### Where the registers sit, run 1

Bar = 20 µm. Other sequential cells in the stronger gray, the rest of the logic in the fainter gray.
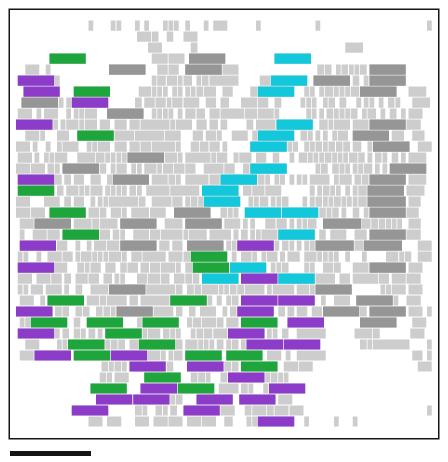
### Wire density map, run 1

Bar = 20 µm. The die is cut into 21 by 21 equal tiles; dark blue is low, red is high, scaled to the fullest tile. Values are wire area over tile area, all layers added.
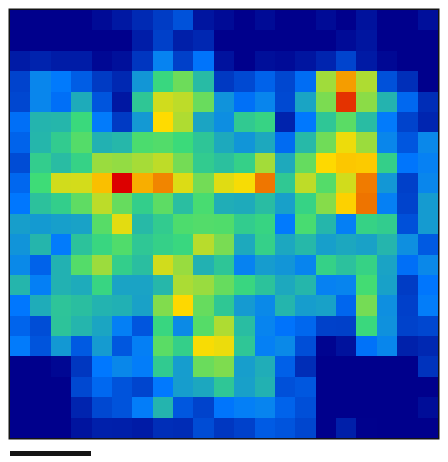
### Congestion heat map, run 1

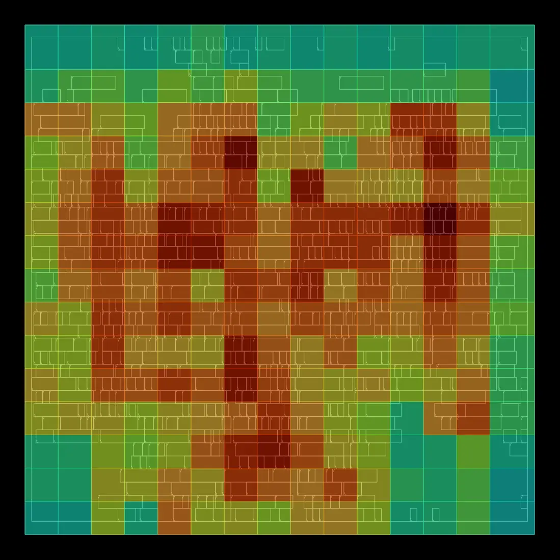
File: src/rtl/imem_loader.sv
// Boot-time instruction-memory loader: parses a length/words/XOR-checksum byte
// stream, writes each assembled word to imem and releases the core on a clean load.
module imem_loader #(
    parameter int ADDR_W = 10
) (
    input  logic              clk_i,
    input  logic              rst_ni,
    input  logic              start_i,
    input  logic [7:0]        rx_data_i,
    input  logic              rx_valid_i,
    output logic              rx_ready_o,
    output logic              imem_we_o,
    output logic [31:0]       imem_addr_o,
    output logic [31:0]       imem_wd_o,
    output logic              core_rst_o,
    output logic              busy_o,
    output logic              done_o,
    output logic              err_o,
    output logic [ADDR_W:0]   words_loaded_o
);

    typedef enum logic [2:0] {
        S_IDLE = 3'd0,
        S_LEN  = 3'd1,
        S_DATA = 3'd2,
        S_CSUM = 3'd3,
        S_DONE = 3'd4,
        S_ERR  = 3'd5
    } state_e;

    localparam logic [16:0] MAX_WORDS = 17'(1 << ADDR_W);

    function automatic logic [7:0] csum_upd(input logic [7:0] acc, input logic [7:0] b);
        return acc ^ b;
    endfunction

    state_e            state_q, state_d;
    logic [15:0]       len_q, len_d;
    logic [1:0]        byte_cnt_q, byte_cnt_d;
    logic [ADDR_W:0]   word_cnt_q, word_cnt_d;
    logic [31:0]       asm_q, asm_d;
    logic [7:0]        xor_q, xor_d;
    logic              we_q, we_d;
    logic [31:0]       addr_q, addr_d;
    logic [31:0]       wd_q, wd_d;
    logic              done_q, done_d;
    logic              err_q, err_d;

    logic              accept_s;
    logic [15:0]       len_full_s;
    logic              len_bad_s;
    logic              last_word_s;
    logic              csum_ok_s;

    assign accept_s    = rx_valid_i && rx_ready_o;
    assign len_full_s  = {rx_data_i, len_q[7:0]};
    assign len_bad_s   = (len_full_s == 16'd0) || ({1'b0, len_full_s} > MAX_WORDS);
    assign last_word_s = ((32'(word_cnt_q) + 32'd1) == 32'(len_q));
    assign csum_ok_s   = (xor_q == rx_data_i);

    // State register.
    always_ff @(posedge clk_i or negedge rst_ni) begin
        if (!rst_ni) begin
            state_q <= S_IDLE;
        end else begin
            state_q <= state_d;
        end
    end

    // Next-state logic; start is only honoured in the resting states.
    always_comb begin
        state_d = state_q;
        case (state_q)
            S_IDLE, S_DONE, S_ERR: begin
                if (start_i) state_d = S_LEN;
                else         state_d = state_q;
            end
            S_LEN: begin
                if (accept_s && byte_cnt_q[0]) state_d = len_bad_s ? S_ERR : S_DATA;
                else                           state_d = S_LEN;
            end
            S_DATA: begin
                if (accept_s && (byte_cnt_q == 2'd3) && last_word_s) state_d = S_CSUM;
                else                                                 state_d = S_DATA;
            end
            S_CSUM: begin
                if (accept_s) state_d = csum_ok_s ? S_DONE : S_ERR;
                else          state_d = S_CSUM;
            end
            default: state_d = S_IDLE;
        endcase
    end

    // Datapath next-state: length capture, word assembly, checksum and write pulse.
    always_comb begin
        len_d      = len_q;
        byte_cnt_d = byte_cnt_q;
        word_cnt_d = word_cnt_q;
        asm_d      = asm_q;
        xor_d      = xor_q;
        we_d       = 1'b0;
        addr_d     = addr_q;
        wd_d       = wd_q;
        done_d     = done_q;
        err_d      = err_q;
        case (state_q)
            S_IDLE, S_DONE, S_ERR: begin
                if (start_i) begin
                    len_d      = 16'd0;
                    byte_cnt_d = 2'd0;
                    word_cnt_d = '0;
                    asm_d      = 32'd0;
                    xor_d      = 8'd0;
                    done_d     = 1'b0;
                    err_d      = 1'b0;
                end else begin
                    done_d     = done_q;
                end
            end
            S_LEN: begin
                if (accept_s) begin
                    if (byte_cnt_q[0]) begin
                        len_d      = len_full_s;
                        byte_cnt_d = 2'd0;
                        err_d      = len_bad_s;
                    end else begin
                        len_d[7:0] = rx_data_i;
                        byte_cnt_d = 2'd1;
                    end
                end else begin
                    len_d = len_q;
                end
            end
            S_DATA: begin
                if (accept_s) begin
                    asm_d[{byte_cnt_q, 3'b000} +: 8] = rx_data_i;
                    xor_d      = csum_upd(xor_q, rx_data_i);
                    byte_cnt_d = byte_cnt_q + 2'd1;
                    if (byte_cnt_q == 2'd3) begin
                        we_d       = 1'b1;
                        addr_d     = 32'({word_cnt_q, 2'b00});
                        wd_d       = {rx_data_i, asm_q[23:0]};
                        word_cnt_d = word_cnt_q + {{ADDR_W{1'b0}}, 1'b1};
                    end else begin
                        we_d       = 1'b0;
                    end
                end else begin
                    asm_d = asm_q;
                end
            end
            S_CSUM: begin
                if (accept_s) begin
                    done_d = csum_ok_s;
                    err_d  = !csum_ok_s;
                end else begin
                    done_d = done_q;
                end
            end
            default: begin
                we_d = 1'b0;
            end
        endcase
    end

    // Datapath registers.
    always_ff @(posedge clk_i or negedge rst_ni) begin
        if (!rst_ni) begin
            len_q      <= 16'd0;
            byte_cnt_q <= 2'd0;
            word_cnt_q <= '0;
            asm_q      <= 32'd0;
            xor_q      <= 8'd0;
            we_q       <= 1'b0;
            addr_q     <= 32'd0;
            wd_q       <= 32'd0;
            done_q     <= 1'b0;
            err_q      <= 1'b0;
        end else begin
            len_q      <= len_d;
            byte_cnt_q <= byte_cnt_d;
            word_cnt_q <= word_cnt_d;
            asm_q      <= asm_d;
            xor_q      <= xor_d;
            we_q       <= we_d;
            addr_q     <= addr_d;
            wd_q       <= wd_d;
            done_q     <= done_d;
            err_q      <= err_d;
        end
    end

    // Output decode from the state register; rx_ready stays up through write pulses.
    always_comb begin
        rx_ready_o = 1'b0;
        busy_o     = 1'b0;
        core_rst_o = 1'b0;
        case (state_q)
            S_LEN, S_DATA, S_CSUM: begin
                rx_ready_o = 1'b1;
                busy_o     = 1'b1;
            end
            S_DONE: begin
                core_rst_o = 1'b1;
            end
            default: begin
                rx_ready_o = 1'b0;
            end
        endcase
    end

    assign imem_we_o      = we_q;
    assign imem_addr_o    = addr_q;
    assign imem_wd_o      = wd_q;
    assign done_o         = done_q;
    assign err_o          = err_q;
    assign words_loaded_o = word_cnt_q;

endmodule

File: config.mk
export PLATFORM = sky130hd
export DESIGN_NAME = imem_loader
export DESIGN_NICKNAME = d
export VERILOG_FILES = /design/src/rtl/imem_loader.sv
export SDC_FILE = /design/constraint.sdc
export NUM_CORES = 1
export LEC_CHECK = 0
export ABC_AREA = 1
export CORE_UTILIZATION = 50
export CTS_BUF_LIST = sky130_fd_sc_hd__clkbuf_8
export DETAILED_ROUTE_END_ITERATION = 10
export PLACE_DENSITY = 0.9
export SLEW_MARGIN = 40
export SYNTH_ARGS = -nofsm -noshare
export SYNTH_HDL_FRONTEND = slang
export SYNTH_SLANG_ARGS = --single-unit
File: constraint.sdc
create_clock -name clk_i -period 1.7 [get_ports clk_i]
set_input_delay 0.255 -clock clk_i [delete_from_list [all_inputs] [get_ports clk_i]]
set_output_delay 0.255 -clock clk_i [all_outputs]
set_load 0.02 [all_outputs]
==> results.yml, run 1 <==
# flow metrics
outcome:
  status: "complete, but fails checks"
  violations: "negative setup slack"
grt:
  antenna_found_initial: 0
  grt_pass1_vias: 4783
  grt-ovfl-total: 0
  grt_max_degree: 54
  grt_pass1_wl_um: 22500
  use_met3_pct: 4.45
setup_path:
  crit_buf_inv: 4
  critical_path_depth: 9
  crit_chain: "inv_4, nor2_4, nand2_2, buf_12, inv_2, nand2_1, a21oi_4, buf_4, o22ai_1"
  worstSetupStartpointType: "flip-flop"
  r2r_slack_ns: -0.10
  path_max_fanout: 10
  slowest_delay_ns: 0.42
  worstPathArrival_ns: 2.07
  path_class: "flip-flop to flip-flop"
  cp-end-kind: "flip-flop"
  cpMaxStageDelayCell: "dfrtp_1"
  crit_family: "buffers and inverters"
  r2r.worst_path.cells: 9
  required_ns: 1.97
clock_tree:
  cts_buffers: 9
  clockBufferDepth: 2
  tritoncts: "built"
  cts_root_buf: "clkbuf_8"
  clk_pin_slew_ns: 0.10
  cts_htree_levels: 3
  cts.sinks: 110
  insertion_delay_ns: 0.38
pwr:
  seqPwrFrac_pct: 38.0
  p_int_mw: 5.02
  clockPowerShare_pct: 17.9
  p_total_mw: 8.17
  powerDensity_nw_per_um2: 1140
  switching_share_pct: 38.5
  switching_power_mw: 3.15
  leakage_nw: 3.47
  p_comb_share_pct: 44.2
  ir_drop_mv: 0.627
yosys:
  yosys_cells: 636
  synth_cell_types: 43
  synth-async-reset-ratio_pct: 100
  syn-cell-area_um2: 5390
  ff_type: "dfrtp_1"
  simple_gate_area_share_pct: 23.4
  netlist_instances: 636
  avgSynthCellArea_um2: 8.48
  yosysChipArea_um2: 5390
  ys_sh_mux_pct: 0.209
  ys_sh_adder_pct: 1.16
  ys_seq_share_pct: 51.0
  synth-edff-count: 0
  aoi_share_pct: 12.0
  xor_share_pct: 1.79
  ys_top_logic_family: "simple AND/OR/NAND/NOR gates"
  ys.flops: 110
timing:
  period_used_pct: 106
  fin_setup_tns_ns: -1.48
  fin_crit_ns: 1.80
  grt_setup_unrepaired: "true"
  finalSetupViolCount: 32
  fin_worst_skew_ns: 0.0114
  hold_violations: 0
  hold_slack_ns: 0.307
  report.final.slew_viol_count: 0
  fin_ws_ns: -0.104
flow_run:
  log.warning_count: 31
  maxCapViolations: 0
place:
  dp_cells: 878
  dp_hpwl_um: 9990
  gp_congestion: 0.887
  pre_cts_slack_ns: -0.175
  io_buffers: 71
  postPlaceCellArea_um2: 6540
cells_and_area:
  area_growth_pct: 33.0
  nets: 789
  fill_cells: 755
  finalNonFillerCells: 913
  comb_area_um2: 2390
  diodes: 0
  postLayoutCellArea_um2: 7170
  drive_gt1_share_pct: 22.0
  register_area_um2: 2760
die:
  fp_util_pct: 52.0
  fp.dieH_um: 106
  fp.coreArea_um2: 10400
  io_pins: 93
  die_area_um2: 11200
  fp-row-count: 37
  chipWidth_um: 106
drt:
  drc: 0
  routed_wl_um: 14900
  dr_total_vias: 5016
  met2WireLength_um: 7900
  routed_via_density: 5.49
  drt-met1-wl_um: 5770
  maxUsedRoutingLayer: "met4"
  first_pass_iters: 5
  drt_iter0_drc: 391
worst_hold_path:
  hold_path.class: "primary input to async pin"
Back to the opening pictures, 'Where the registers sit':
[asm_q] green | sequential cells: 24
[imem_wd_o] purple | sequential cells: 32
[len_q] cyan | sequential cells: 16
Core Util, Final: 69.2%
Flop+latch power: 3.10 mW

Back to the opening pictures, 'Wire density map':
emptiest ninth of the die: south-east
tiles over half the peak: 18%
densest ninth of the die: center

Back to the opening pictures, 'Congestion heat map':
GR peak layer: met2
Total Routing Usage GR: 25.6%
GR Layer Usage met2: 46.6%
GRT met1 Usage: 30.9%
DR WL/cell: 16.3 µm

-- run 1: repair_timing --
| item | in CTS | in global routing |
|---|---|---|
| gates resized | 20 | 98 |
| buffers inserted | 2 | 11 |
| hold buffers | 1 | 0 |
| endpoints found under the hold margin | 23 | 0 |
| endpoints found under the setup margin | 29 | 86 |
| pin swaps | 0 | 11 |
| cloned | 1 | 4 |
-- run 1: registers in the layout, indices dropped and copies added (netlist names), 2 cells and up --
signal	flops
imem_addr_o	11
xor_q	8
byte_cnt_q	2
imem_wd_o	32
words_loaded_o	11
len_q	16
state_q	3
asm_q	24
-- run 1: worst paths after layout --
path                                    start                 end
max in group asynchronous              rst_ni            xor_q[1]
worst max-delay path               state_q[1]  words_loaded_o[10]
worst min-delay path                   rst_ni   words_loaded_o[0]
worst min register to register  imem_wd_o[20]       imem_wd_o[20]
worst max register to register     state_q[1]  words_loaded_o[10]
min in group clk_i              imem_wd_o[20]       imem_wd_o[20]
-- run 1: cell type report --
type | count | share of cell area (%)
multi-input cells | 437 | 33.4
clock buffers | 10 | 1.92
clock inverters | 6 | 0.523
inverters | 69 | 3.82
repair inverters | 1 | 0.0872
flip-flops and latches | 110 | 38.4
well taps | 136 | 2.37
repair buffers | 144 | 19.5
-- run 1: cells in the mapped netlist (2+ instances only) --
cell type | number | area (µm²)
nand2_1 | 168 | 631
buf_4 | 22 | 165
inv_4 | 3 | 18.8
nor2_1 | 42 | 158
a31oi_1 | 2 | 12.5
nor2_8 | 2 | 40.0
nand4_1 | 6 | 37.5
o21ai_2 | 10 | 87.6
a21oi_1 | 8 | 40.0
buf_2 | 2 | 10.0
o211ai_1 | 2 | 15.0
nand2_2 | 3 | 18.8
inv_1 | 60 | 225
nand3_1 | 47 | 235
clkbuf_1 | 10 | 37.5
ha_1 | 5 | 62.6
nor3_1 | 13 | 65.1
xor2_1 | 5 | 43.8
o22ai_1 | 6 | 37.5
o21ai_0 | 54 | 270
nor2_4 | 2 | 22.5
o21ai_1 | 13 | 65.1
o21a_1 | 2 | 15.0
buf_1 | 2 | 7.51
dfrtp_1 | 110 | 2750
nor2_2 | 2 | 12.5
o31ai_2 | 2 | 25.0
xnor2_1 | 6 | 52.6
buf_6 | 6 | 67.6
inv_2 | 5 | 18.8
o31ai_1 | 4 | 30.0
-- run 1: cell usage in the layout (no fill, tap or decap), types with 4 or more instances in the layout --
master	count
nor2_1	34
nand2_2	9
inv_1	60
a21oi_1	5
buf_6	13
o21ai_1	18
o31ai_2	4
xor2_1	5
clkdlybuf4s50_1	54
dlymetal6s2s_1	7
nand3_1	44
buf_4	52
xnor2_1	6
nand2_4	5
nand2_1	158
dfrtp_1	106
nor3_1	11
dfrtp_2	4
nor2_2	6
conb_1	21
o22ai_1	6
buf_12	7
clkbuf_8	10
nand4_1	6
dlygate4sd2_1	6
o21ai_2	15
inv_2	7
o21ai_0	43
nor2_4	7
-- run 1: power by group through the flow --
stage               logic (mW)  registers (mW)  clock network, mW
finish                    3.61            3.10               1.46
global route              3.87            3.13               1.57
CTS                       2.83            3.08               1.47
detailed placement        2.74            3.13                  0
global placement          2.66            3.12                  0
floorplan                 1.76            3.16                  0
==> run 1 -> run 2 <==
--- a/config.mk
+++ b/config.mk
@@ -5,7 +5,6 @@
 export SDC_FILE = /design/constraint.sdc
 export NUM_CORES = 1
 export LEC_CHECK = 0
-export ABC_AREA = 1
 export CORE_UTILIZATION = 50
 export CTS_BUF_LIST = sky130_fd_sc_hd__clkbuf_8
 export DETAILED_ROUTE_END_ITERATION = 10
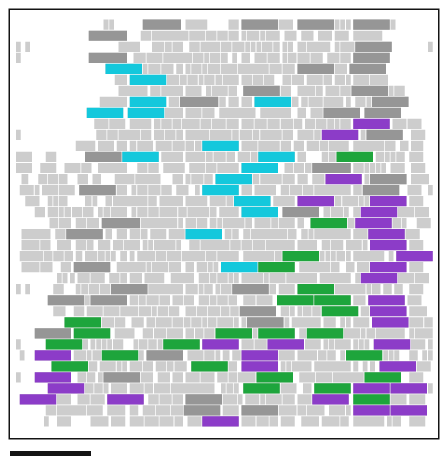
*Where the registers sit, run 2*
Bar = 20 µm. Other sequential cells in the stronger gray, the rest of the logic in the fainter gray.
[len_q] cyan | sequential cells: 16
[asm_q] green | sequential cells: 24
[imem_wd_o] purple | sequential cells: 32
not colored: 38
Seq/total area: 32.5%
Flop area: 2760 µm²
Flop+latch power: 3.09 mW

==> results.yml, run 2 <==
# flow metrics
grt:
  grt_max_degree: 111
  grt-ovfl-total: 0
  grt_pass1_wl_um: 23600
  antenna_found_initial: 0
  grt_pass1_vias: 4747
yosys:
  netlist_instances: 586
  syn-cell-area_um2: 5370
  synth-edff-count: 0
  topCellsByArea: "dfrtp_1, nand2_1, o21ai_0"
  synth-async-reset-ratio_pct: 100
  ys.flops: 110
  yosys-top-cells-count: "nand2_1, dfrtp_1, o21ai_0, buf_4, nor2_1"
  synth_cell_types: 57
  synthMostInstantiatedCell: "nand2_1"
  yosys_cells: 586
  top_area_share_pct: 51.3
  avgSynthCellArea_um2: 9.16
  ff_type: "dfrtp_1"
  yosysTopAreaCell: "dfrtp_1"
  yosysChipArea_um2: 5370
setup_path:
  worstSetupStartpointType: "flip-flop"
  r2r.worst_path.cells: 7
  r2r_start: "words_loaded_o[1]"
  cp-end-kind: "flip-flop"
  rr_endpoint: "state_q[0]"
  r2r_slack_ns: -0.40
  worstPathArrival_ns: 2.44
  path_class: "flip-flop to flip-flop"
  required_ns: 2.04
  path_max_fanout: 5
timing:
  fin_ws_ns: -0.405
  period_used_pct: 124
  report.final.slew_viol_count: 0
  fin_crit_ns: 2.10
  fin_worst_skew_ns: 0.0191
  fin_setup_tns_ns: -11.22
  hold_violations: 0
  finalSetupViolCount: 109
drt:
  routed_wl_um: 21800
  routed_via_density: 6.38
  drc: 0
  wl_per_cell_um: 23.8
  first_pass_iters: 5
  drt_iter0_drc: 799
pwr:
  p_total_mw: 7.97
  ir_drop_mv: 0.939
  leakage_nw: 4.22
cells_and_area:
  nets: 791
  fill_cells: 494
  drive_gt1_share_pct: 43.9
  diodes: 0
  area_growth_pct: 58.1
  largest_register_ffs: 32
  lay_top_count: "dfrtp_1"
  final_cell_mix: "dfrtp_1, buf_4, nand2_1"
outcome:
  violations: "negative setup slack"
  status: "complete, but fails checks"
clock_tree:
  tritoncts: "built"
  cts.sinks: 110
  clockBufferDepth: 2
  cts_htree_levels: 3
  cts_buffers: 9
  clk_pin_slew_ns: 0.12
  insertion_delay_ns: 0.41
  cts_root_buf: "clkbuf_8"
place:
  gp_congestion: 0.915
  io_buffers: 71
  dp_hpwl_um: 10100
  pre_cts_slack_ns: -0.571
die:
  io_pins: 93
  die_area_um2: 11200
  fp.coreArea_um2: 10400
  fp-row-count: 37
  fp_util_pct: 51.8
  fp.dieH_um: 106
  chipWidth_um: 106
flow_run:
  maxCapViolations: 0
  log.warning_count: 34
worst_hold_path:
  hold_path.class: "primary input to async pin"
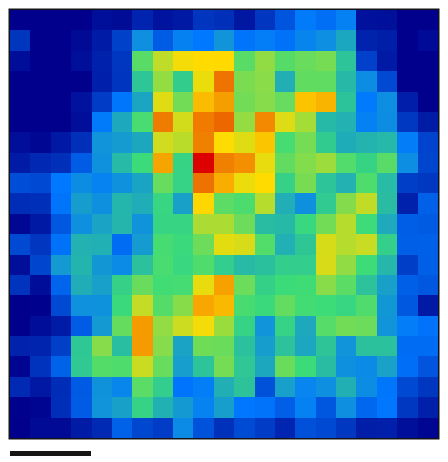
*Wire density map, run 2*
Bar = 20 µm. The die is cut into 21 by 21 equal tiles; dark blue is low, red is high, scaled to the fullest tile. Values are wire area over tile area, all layers added.
densest ninth of the die: center
emptiest ninth of the die: north-west
tiles over half the peak: 28%
fullest tile: 1.0
nearly empty tiles: 8.2%
routed vias: 5,840
Total Routing Usage GR: 27.1%

## run 2: power by group
group	switching [mW]	internal (mW)
Sequential	0.254	2.83
Clock	1.04	0.747
Combinational	1.59	1.51
Total	2.88	5.09
## run 2: worst max-delay path by stage
stage | start | slack, ns | endpoint
after floorplan | words_loaded_o[1] | -0.11 | state_q[0]
after global placement | rx_data_i[5] | -0.52 | state_q[0]
after detailed placement | rx_data_i[5] | -0.57 | err_o
after CTS | words_loaded_o[1] | -0.19 | state_q[0]
after global routing | words_loaded_o[1] | -0.56 | state_q[0]
final | words_loaded_o[1] | -0.40 | state_q[0]
## run 2: cells by family after synthesis
group | count (synthesis) | share of synthesized area [%]
AND/OR/NAND/NOR | 255 | 21.4
AND-OR/OR-AND | 114 | 13.0
flip-flops | 110 | 51.3
buffers and inverters | 67 | 6.85
XOR/XNOR | 17 | 2.77
multiplexers | 17 | 3.54
adder cells (fa/ha/maj) | 5 | 1.16
other | 1 | 0.0698
## run 2: repair_timing
| action | 4_1_cts | 5_1_grt |
|---|---|---|
| hold endpoints to repair | 110 | 0 |
| cloned | 2 | 9 |
| buffers inserted | 11 | 17 |
| hold buffers | 1 | 0 |
| pin swaps | 14 | 88 |
| gates resized | 57 | 267 |
| endpoints found under the setup margin | 79 | 91 |
## run 2: cell type report
cell class / instances / area, µm² / share of cell area [%]
inverters: 14 / 60.1 / 0.707
repair buffers: 209 / 2080 / 24.5
well taps: 136 / 170 / 2.00
repair inverters: 1 / 6.26 / 0.0737
multi-input cells: 429 / 3200 / 37.7
clock buffers: 10 / 138 / 1.62
clock inverters: 6 / 72.6 / 0.855
flip-flops and latches: 110 / 2760 / 32.5
## run 2: routing by layer
metal | global-route usage, % | vias up | share of wire, %
met3 | 4.21 | 189 | 11
met1 | 37.4 | 2803 | 35
met5 | 0 | - | 0
li1 | - | 2305 | -
met4 | 9.62 | 0 | 7.5
met2 | 43.7 | 543 | 47
## run 2: critical path: stages (launching register included)
cell and delay, ns:
dfrtp_2 0.42, buf_6 0.13, nand4_1 0.22, nor2_4 0.29
xor2_1 0.25, o211ai_1 0.14, a2111o_1 0.49, o21ai_1 0.11
## run 2: stage by stage
step                area, µm²  hold slack, ns  util [%]  cells
detailed placement       6880           0.371      66.4    862
finish                   8490           0.441      81.9    915
global route             8490           0.505      81.9    915
global placement         6880           0.362      66.4    862
CTS                      7310           0.487      70.5    892
floorplan                5520         -0.0406         -    606
==> run 2 -> run 3 <==
--- a/config.mk
+++ b/config.mk
@@ -5,6 +5,7 @@
 export SDC_FILE = /design/constraint.sdc
 export NUM_CORES = 1
 export LEC_CHECK = 0
+export ABC_CLOCK_PERIOD_IN_PS = 1700
 export CORE_UTILIZATION = 50
 export CTS_BUF_LIST = sky130_fd_sc_hd__clkbuf_8
 export DETAILED_ROUTE_END_ITERATION = 10
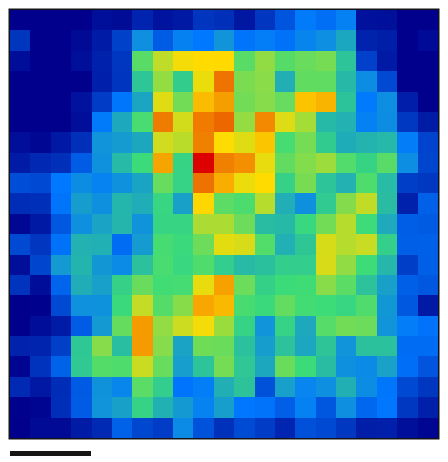
*Wire density map, run 3*
Bar = 20 µm. The die is cut into 21 by 21 equal tiles; dark blue is low, red is high, scaled to the fullest tile. Values are wire area over tile area, all layers added.
emptiest ninth of the die: north-west
tiles over half the peak: 28%
nearly empty tiles: 8.2%
densest ninth of the die: center

==> results.yml, run 3 <==
# flow metrics
pwr:
  leakage_nw: 4.22
  powerDensity_nw_per_um2: 939
  ir_drop_mv: 0.939
flow_run:
  maxCapViolations: 0
  log.warning_count: 34
timing:
  report.final.slew_viol_count: 0
  worstMarginPinSlew_ns: 0.627
  hold_violations: 0
  grt_setup_unrepaired: "true"
  relSlewSlack_pct: 57.8
  period_used_pct: 124
  finalSetupViolCount: 109
  fin_ws_ns: -0.405
  clock.fmax_mhz: 475
  fin_crit_ns: 2.10
  fin_worst_skew_ns: 0.0191
  fin_setup_tns_ns: -11.22
setup_path:
  cpMaxStageDelayCell: "a2111o_1"
  path_max_fanout: 5
  r2r_start: "words_loaded_o[1]"
  crit_chain: "buf_6, nand4_1, nor2_4, xor2_1, o211ai_1, a2111o_1, o21ai_1"
  rr_endpoint: "state_q[0]"
  crit_family: "AND-OR/OR-AND gates"
  worstSetupStartpointType: "flip-flop"
  r2r_slack_ns: -0.40
  crit_buf_inv: 1
  path_class: "flip-flop to flip-flop"
  cp-end-kind: "flip-flop"
  worstPathArrival_ns: 2.44
  required_ns: 2.04
  slowest_delay_ns: 0.49
  r2r.worst_path.cells: 7
clock_tree:
  cts.sinks: 110
  cts_htree_levels: 3
  cts_buffers: 9
  insertion_delay_ns: 0.41
  clockBufferDepth: 2
  tritoncts: "built"
  cts_root_buf: "clkbuf_8"
  clk_pin_slew_ns: 0.12
die:
  die_area_um2: 11200
  fp.dieH_um: 106
  io_pins: 93
  fp-row-count: 37
  fp.coreArea_um2: 10400
  chipWidth_um: 106
  fp_util_pct: 51.8
grt:
  grt_pass1_vias: 4747
  grt_max_degree: 111
  grt-ovfl-total: 0
  grt_pass1_wl_um: 23600
  grt_use_total_pct: 27.1
  antenna_found_initial: 0
yosys:
  ys.flops: 110
  synth-edff-count: 0
  netlist_instances: 586
  yosysWarnings: 0
  ys_seq_share_pct: 51.3
  yosysTopAreaCell: "dfrtp_1"
  synth-async-reset-ratio_pct: 100
  syn-cell-area_um2: 5370
  synth_cell_types: 57
  topCellsByArea: "dfrtp_1, nand2_1, o21ai_0"
  yosys_cells: 586
  yosys-top-cells-count: "nand2_1, dfrtp_1, o21ai_0, buf_4, nor2_1"
  ff_type: "dfrtp_1"
  synthMostInstantiatedCell: "nand2_1"
  avgSynthCellArea_um2: 9.16
  top_area_share_pct: 51.3
  yosysChipArea_um2: 5370
place:
  pre_cts_slack_ns: -0.571
  io_buffers: 71
  gp_congestion: 0.915
  dp_cells: 862
  dp_hpwl_um: 10100
outcome:
  violations: "negative setup slack"
  status: "complete, but fails checks"
cells_and_area:
  fin_util_pct: 81.9
  finalNonFillerCells: 915
  largest_register_ffs: 32
  drive_gt1_share_pct: 43.9
  nets: 791
  lay_top_count: "dfrtp_1"
  area_growth_pct: 58.1
  final_cell_mix: "dfrtp_1, buf_4, nand2_1"
  diodes: 0
drt:
  ant_nets: 0
  first_pass_iters: 5
  drt_iter0_drc: 799
  wl_per_cell_um: 23.8
  routed_wl_um: 21800
  drc: 0
  dr_total_vias: 5840
  routed_via_density: 6.38
worst_hold_path:
  hold_path.class: "primary input to async pin"
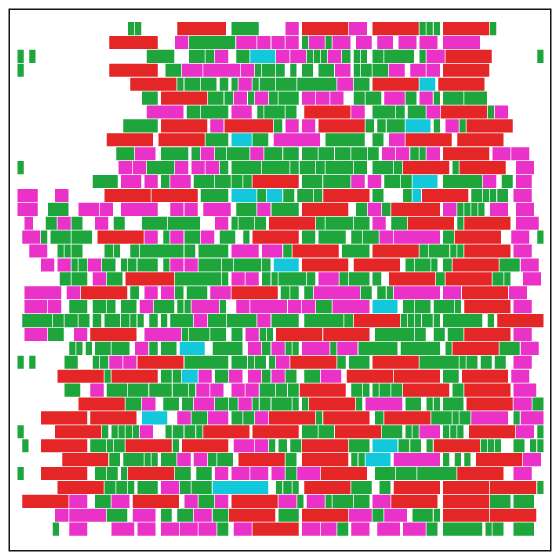
*Cell classes on the final placement, run 3*
[flops] red | cells: 110
[combinational and other logic] green | cells: 444
[other buffers and delay cells] magenta | cells: 209
[clock drivers and dummy loads] cyan | cells: 16

[run 3: logic make-up after synthesis]
kind of cell / synth area share [%]
and+or+nand+nor: 21.4
muxes: 3.54
DFF: 51.3
buffers and inverters: 6.85
AOI/OAI and AO/OA: 13.0
other: 0.0698
xor gates and xnor gates: 2.77
adders and majority gates: 1.16
[run 3: metal layers]
metal / up-vias / track usage (%) / routed length (µm)
met5: - / 0 / 0
met2: 543 / 43.7 / 10200
met1: 2803 / 37.4 / 7560
li1: 2305 / - / -
met4: 0 / 9.62 / 1640
met3: 189 / 4.21 / 2380
[run 3: area by class of cell]
class	count	area, µm²
repair inverters	1	6.26
repair buffers	209	2080
fillers	494	1880
clock inverters	6	72.6
well taps	136	170
inverters	14	60.1
multi-input cells	429	3200
flip-flops and latches	110	2760
clock buffers	10	138
[run 3: per-stage QoR]
step	total power [mW]	hold slack, ns	area [µm²]
final	7.97	0.441	8490
after global placement	5.00	0.362	6880
after floorplan	4.25	-0.0406	5520
after CTS	6.88	0.487	7310
after detailed placement	5.06	0.371	6880
after global routing	8.13	0.505	8490
[run 3: how the worst max path moves through the flow]
stage	start	endpoint	slack, ns	cells past startpoint
floorplan	words_loaded_o[1]	state_q[0]	-0.11	7
global placement	rx_data_i[5]	state_q[0]	-0.52	7
detailed placement	rx_data_i[5]	err_o	-0.57	7
CTS	words_loaded_o[1]	state_q[0]	-0.19	7
global route	words_loaded_o[1]	state_q[0]	-0.56	7
finish	words_loaded_o[1]	state_q[0]	-0.40	7
[run 3: what timing repair did]
item,CTS,global route
hold endpoints to repair,110,0
setup buffers,11,17
setup endpoints to repair,79,91
gates resized,57,267
pin swaps,14,88
cloned,2,9
hold buffers,1,0
[run 3: power breakdown]
| group | internal [mW] | leakage (nW) | switching (mW) |
|---|---|---|---|
| sequential | 2.83 | 1.49 | 0.254 |
| combinational | 1.51 | 2.62 | 1.59 |
| clock | 0.747 | 0.110 | 1.04 |
| total | 5.09 | 4.22 | 2.88 |
[run 3: worst min-delay path, stage by stage]
cell and delay [ns]:
dlygate4sd3_1 0.53, buf_4 0.11, buf_12 0.41
No activity file was given, so power comes from the tool's default toggle rates.
